[src/rtl/mem_misalign_ctrl.sv]
// mem_misalign_ctrl
// Memory-stage controller in front of data_mem_top. Aligned accesses are passed straight
// through in the same cycle. A misaligned halfword or word access is split into byte
// accesses issued in ascending address order, one per cycle. The pipeline is stalled until
// the access completes, and load bytes are reassembled and then sign- or zero-extended.
//
// Ports
//   clk_i            clock; all state updates on the rising edge
//   rst_n_i          synchronous active-low reset
//   req_valid_i      MEM stage has an access this cycle
//   req_we_i         1 = store, 0 = load
//   req_type_i       00 byte, 01 half, 10 word, 11 reserved (treated as aligned)
//   req_sign_i       load extension: 1 = sign, 0 = zero
//   req_addr_i       byte address
//   req_wdata_i      store data, right-justified
//   stall_o          hold the MEM stage and all earlier stages
//   resp_valid_o     access completes this cycle
//   resp_rdata_o     extended load result; 0 for stores
//   dm_write_en_o    to data_mem_top write_en_i
//   dm_mem_type_o    to data_mem_top mem_type_i
//   dm_mem_sign_o    to data_mem_top mem_sign_i
//   dm_addr_o        to data_mem_top addr_i
//   dm_write_data_o  to data_mem_top write_data_i
//   dm_read_data_i   from data_mem_top read_data_o (asynchronous read)
module mem_misalign_ctrl #(
  parameter int unsigned ADDR_WIDTH = 32
) (
  input  logic                  clk_i,
  input  logic                  rst_n_i,
  input  logic                  req_valid_i,
  input  logic                  req_we_i,
  input  logic [1:0]            req_type_i,
  input  logic                  req_sign_i,
  input  logic [ADDR_WIDTH-1:0] req_addr_i,
  input  logic [ADDR_WIDTH-1:0] req_wdata_i,
  output logic                  stall_o,
  output logic                  resp_valid_o,
  output logic [ADDR_WIDTH-1:0] resp_rdata_o,
  output logic                  dm_write_en_o,
  output logic [1:0]            dm_mem_type_o,
  output logic                  dm_mem_sign_o,
  output logic [ADDR_WIDTH-1:0] dm_addr_o,
  output logic [ADDR_WIDTH-1:0] dm_write_data_o,
  input  logic [ADDR_WIDTH-1:0] dm_read_data_i
);

  localparam logic [1:0] StIdle  = 2'd0;
  localparam logic [1:0] StSplit = 2'd1;
  localparam logic [1:0] StDone  = 2'd2;

  localparam logic [1:0] TypeByte = 2'b00;
  localparam logic [1:0] TypeHalf = 2'b01;
  localparam logic [1:0] TypeWord = 2'b10;

  logic [1:0]            state_q, state_d;
  logic [1:0]            idx_q, idx_d;
  logic                  we_q, we_d;
  logic [1:0]            type_q, type_d;
  logic                  sign_q, sign_d;
  logic [ADDR_WIDTH-1:0] addr_q, addr_d;
  logic [ADDR_WIDTH-1:0] wdata_q, wdata_d;
  logic [ADDR_WIDTH-1:0] asm_q, asm_d;

  logic                  misaligned;
  logic [1:0]            last_idx;
  logic [4:0]            byte_lsb;
  logic [ADDR_WIDTH-1:0] load_result;

  // Byte accesses are never misaligned; the reserved type always passes through.
  assign misaligned = ((req_type_i == TypeHalf) && req_addr_i[0]) ||
                      ((req_type_i == TypeWord) && (req_addr_i[1:0] != 2'b00));

  assign last_idx = (type_q == TypeHalf) ? 2'd1 : 2'd3;
  assign byte_lsb = {idx_q, 3'b000};

  // Only half and word accesses are ever split, so only those two cases need extending.
  assign load_result = (type_q == TypeHalf) ?
                       {{(ADDR_WIDTH-16){asm_q[15] & sign_q}}, asm_q[15:0]} : asm_q;

  always_comb begin
    state_d = state_q;
    idx_d   = idx_q;
    we_d    = we_q;
    type_d  = type_q;
    sign_d  = sign_q;
    addr_d  = addr_q;
    wdata_d = wdata_q;
    asm_d   = asm_q;

    stall_o         = 1'b0;
    resp_valid_o    = 1'b0;
    resp_rdata_o    = '0;
    dm_write_en_o   = 1'b0;
    dm_mem_type_o   = TypeByte;
    dm_mem_sign_o   = 1'b0;
    dm_addr_o       = '0;
    dm_write_data_o = '0;

    case (state_q)
      StIdle: begin
        if (req_valid_i) begin
          if (misaligned) begin
            // Capture only; the first byte access goes out next cycle.
            stall_o = 1'b1;
            we_d    = req_we_i;
            type_d  = req_type_i;
            sign_d  = req_sign_i;
            addr_d  = req_addr_i;
            wdata_d = req_wdata_i;
            asm_d   = '0;
            idx_d   = 2'd0;
            state_d = StSplit;
          end else begin
            dm_write_en_o   = req_we_i;
            dm_mem_type_o   = req_type_i;
            dm_mem_sign_o   = req_sign_i;
            dm_addr_o       = req_addr_i;
            dm_write_data_o = req_wdata_i;
            resp_valid_o    = 1'b1;
            resp_rdata_o    = req_we_i ? '0 : dm_read_data_i;
          end
        end
      end

      StSplit: begin
        stall_o         = 1'b1;
        dm_write_en_o   = we_q;
        dm_addr_o       = addr_q + ADDR_WIDTH'(idx_q);
        dm_write_data_o = ADDR_WIDTH'(wdata_q[byte_lsb +: 8]);
        if (!we_q) begin
          asm_d[byte_lsb +: 8] = dm_read_data_i[7:0];
        end
        idx_d = idx_q + 2'd1;
        if (idx_q == last_idx) begin
          state_d = StDone;
        end
      end

      StDone: begin
        // The MEM stage still holds the same request here; it is deliberately ignored.
        resp_valid_o = 1'b1;
        resp_rdata_o = we_q ? '0 : load_result;
        state_d      = StIdle;
      end

      default: begin
        state_d = StIdle;
      end
    endcase

    // Reset aborts at once: no memory write or response may escape in the reset cycle.
    if (!rst_n_i) begin
      stall_o         = 1'b0;
      resp_valid_o    = 1'b0;
      resp_rdata_o    = '0;
      dm_write_en_o   = 1'b0;
      dm_mem_type_o   = TypeByte;
      dm_mem_sign_o   = 1'b0;
      dm_addr_o       = '0;
      dm_write_data_o = '0;
    end
  end

  always_ff @(posedge clk_i) begin
    if (!rst_n_i) begin
      state_q <= StIdle;
      idx_q   <= 2'd0;
      we_q    <= 1'b0;
      type_q  <= TypeByte;
      sign_q  <= 1'b0;
      addr_q  <= '0;
      wdata_q <= '0;
      asm_q   <= '0;
    end else begin
      state_q <= state_d;
      idx_q   <= idx_d;
      we_q    <= we_d;
      type_q  <= type_d;
      sign_q  <= sign_d;
      addr_q  <= addr_d;
      wdata_q <= wdata_d;
      asm_q   <= asm_d;
    end
  end

endmodule

[config.mk]
export PLATFORM = sky130hd
export DESIGN_NAME = mem_misalign_ctrl
export DESIGN_NICKNAME = d
export VERILOG_FILES = /design/src/rtl/mem_misalign_ctrl.sv
export SDC_FILE = /design/constraint.sdc
export NUM_CORES = 1
export LEC_CHECK = 0
export CORE_ASPECT_RATIO = 0.8
export CORE_MARGIN = 4
export CORE_UTILIZATION = 30
export CTS_CLUSTER_DIAMETER = 120
export DETAILED_ROUTE_END_ITERATION = 10
export GPL_ROUTABILITY_DRIVEN = 0
export GPL_TIMING_DRIVEN = 0
export PLACE_DENSITY = 0.52
export SETUP_SLACK_MARGIN = 0.3
export SYNTH_ARGS = -nofsm -noshare
export SYNTH_HDL_FRONTEND = slang
export SYNTH_SLANG_ARGS = --single-unit
[constraint.sdc]
create_clock -name clk_i -period 2.7 [get_ports clk_i]
set_input_delay 0.54 -clock clk_i [delete_from_list [all_inputs] [get_ports clk_i]]
set_output_delay 0.54 -clock clk_i [all_outputs]
set_load 0.005 [all_outputs]
m2.png
Scale: 2 px per µm. Cells faint in the background.
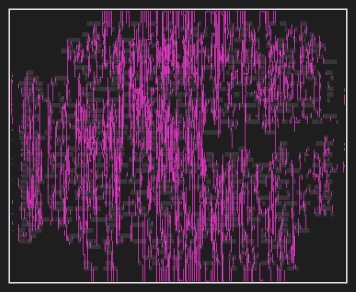
longest straight run	68.3 µm
wire length on this layer	11100 µm
main direction	vertical

pinout.png
Scale: 1.5 px per µm. Pins as bars across the die edge, other pins in gray.
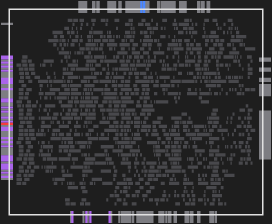
port	color	pins	direction	edge
`req_sign_i`	red	1	input	left
`dm_mem_type_o`	blue	2	output	top
`dm_write_data_o`	purple	32	output	28 left, 4 bottom

==> out/qor.tcl <==
set qor(status) {finished with violations}
set qor(failed_checks) {setup timing}
set qor(largest_area_cell) {sky130_fd_sc_hd__dfxtp_1}
set qor(cellPowerDensity_nw_per_um2) 400.0
set qor(timing.hold.worst_endpoint) {addr_q[1]$_SDFFE_PN0P_}
set qor(setup_repair_after_global_routing_missed_its_margin) {true}
set qor(slowest_stage) {sky130_fd_sc_hd__dfxtp_2}
set qor(finalMaxSlewViolations) 0
set qor(worst-path-stages) 10
set qor(cts_tree) {built}
set qor(clock_buffer_count) 11
set qor(synthCells) 783
set qor(critical_path.endpoint_type) {output port}
set qor(clock-root-buffer) {sky130_fd_sc_hd__clkbuf_16}
set qor(critical_path.endpoint) {dm_addr_o[30]}
set qor(ant_nets) 0
set qor(post-route-worst-setup-slack_ps) -218.4
set qor(wl_per_cell_um) 17.19
set qor(dr_total_vias) 6632
set qor(fin_area_um2) 10250
set qor(n_sequential_cell) 104
set qor(dp_worst_setup_slack_ps) -1055
set qor(met2_length_um) 11090
set qor(layout.cells.largest_class) {multi-input combinational cells}
set qor(design_power_total_uw) 4102
set qor(drt_pre_antenna_iters) 5
set qor(setup_viol_count_final) 23
set qor(stage_log_warnings) 31
set qor(top_area_share_pct) 33.86
set qor(yosys.cell_types.count) 55
set qor(cts_hold_buf) 0
set qor(path_class) {register to output port}
set qor(dp.final_hpwl_um) 16590
set qor(peakVddDrop_v) 0.0002721
set qor(rows) 46
set qor(reg_top3) {addr_q (32), asm_q (32), wdata_q (32)}
set qor(layout_top_cell_excl_fill_tap) {sky130_fd_sc_hd__nand2_1}
clock_nets.png
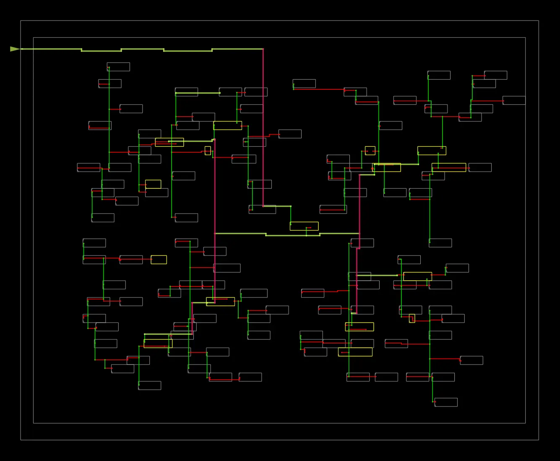
clock latency of the later-clocked register in the worst-skew pair: 350 ps
power attributed to the clock group: 1460 µW

-- worst reg2reg max path, stage by stage (launching register included) --
cell and delay (ps):
sky130_fd_sc_hd__dfxtp_4 360, sky130_fd_sc_hd__buf_4 130, sky130_fd_sc_hd__buf_6 120, sky130_fd_sc_hd__buf_4 140
sky130_fd_sc_hd__inv_1 150, sky130_fd_sc_hd__ha_1 320, sky130_fd_sc_hd__nor4b_2 700, sky130_fd_sc_hd__nand2_1 110
sky130_fd_sc_hd__mux2i_1 140
-- power by group --
group | internal [µW] | switching (µW) | leakage (µW)
registers | 1590 | 55.3 | 0.000848
logic | 546 | 454 | 0.00311
clock network | 862 | 597 | 0.000165
-- routing by layer --
metal / vias up / GRT usage, %
met4: 0 / 4.146
met1: 3124 / 27.31
li1: 3342 / -
met2: 151 / 32.25
met3: 15 / 5.203
met5: - / 0
Power figures rest on the tool's default switching activity, not on a simulated workload.
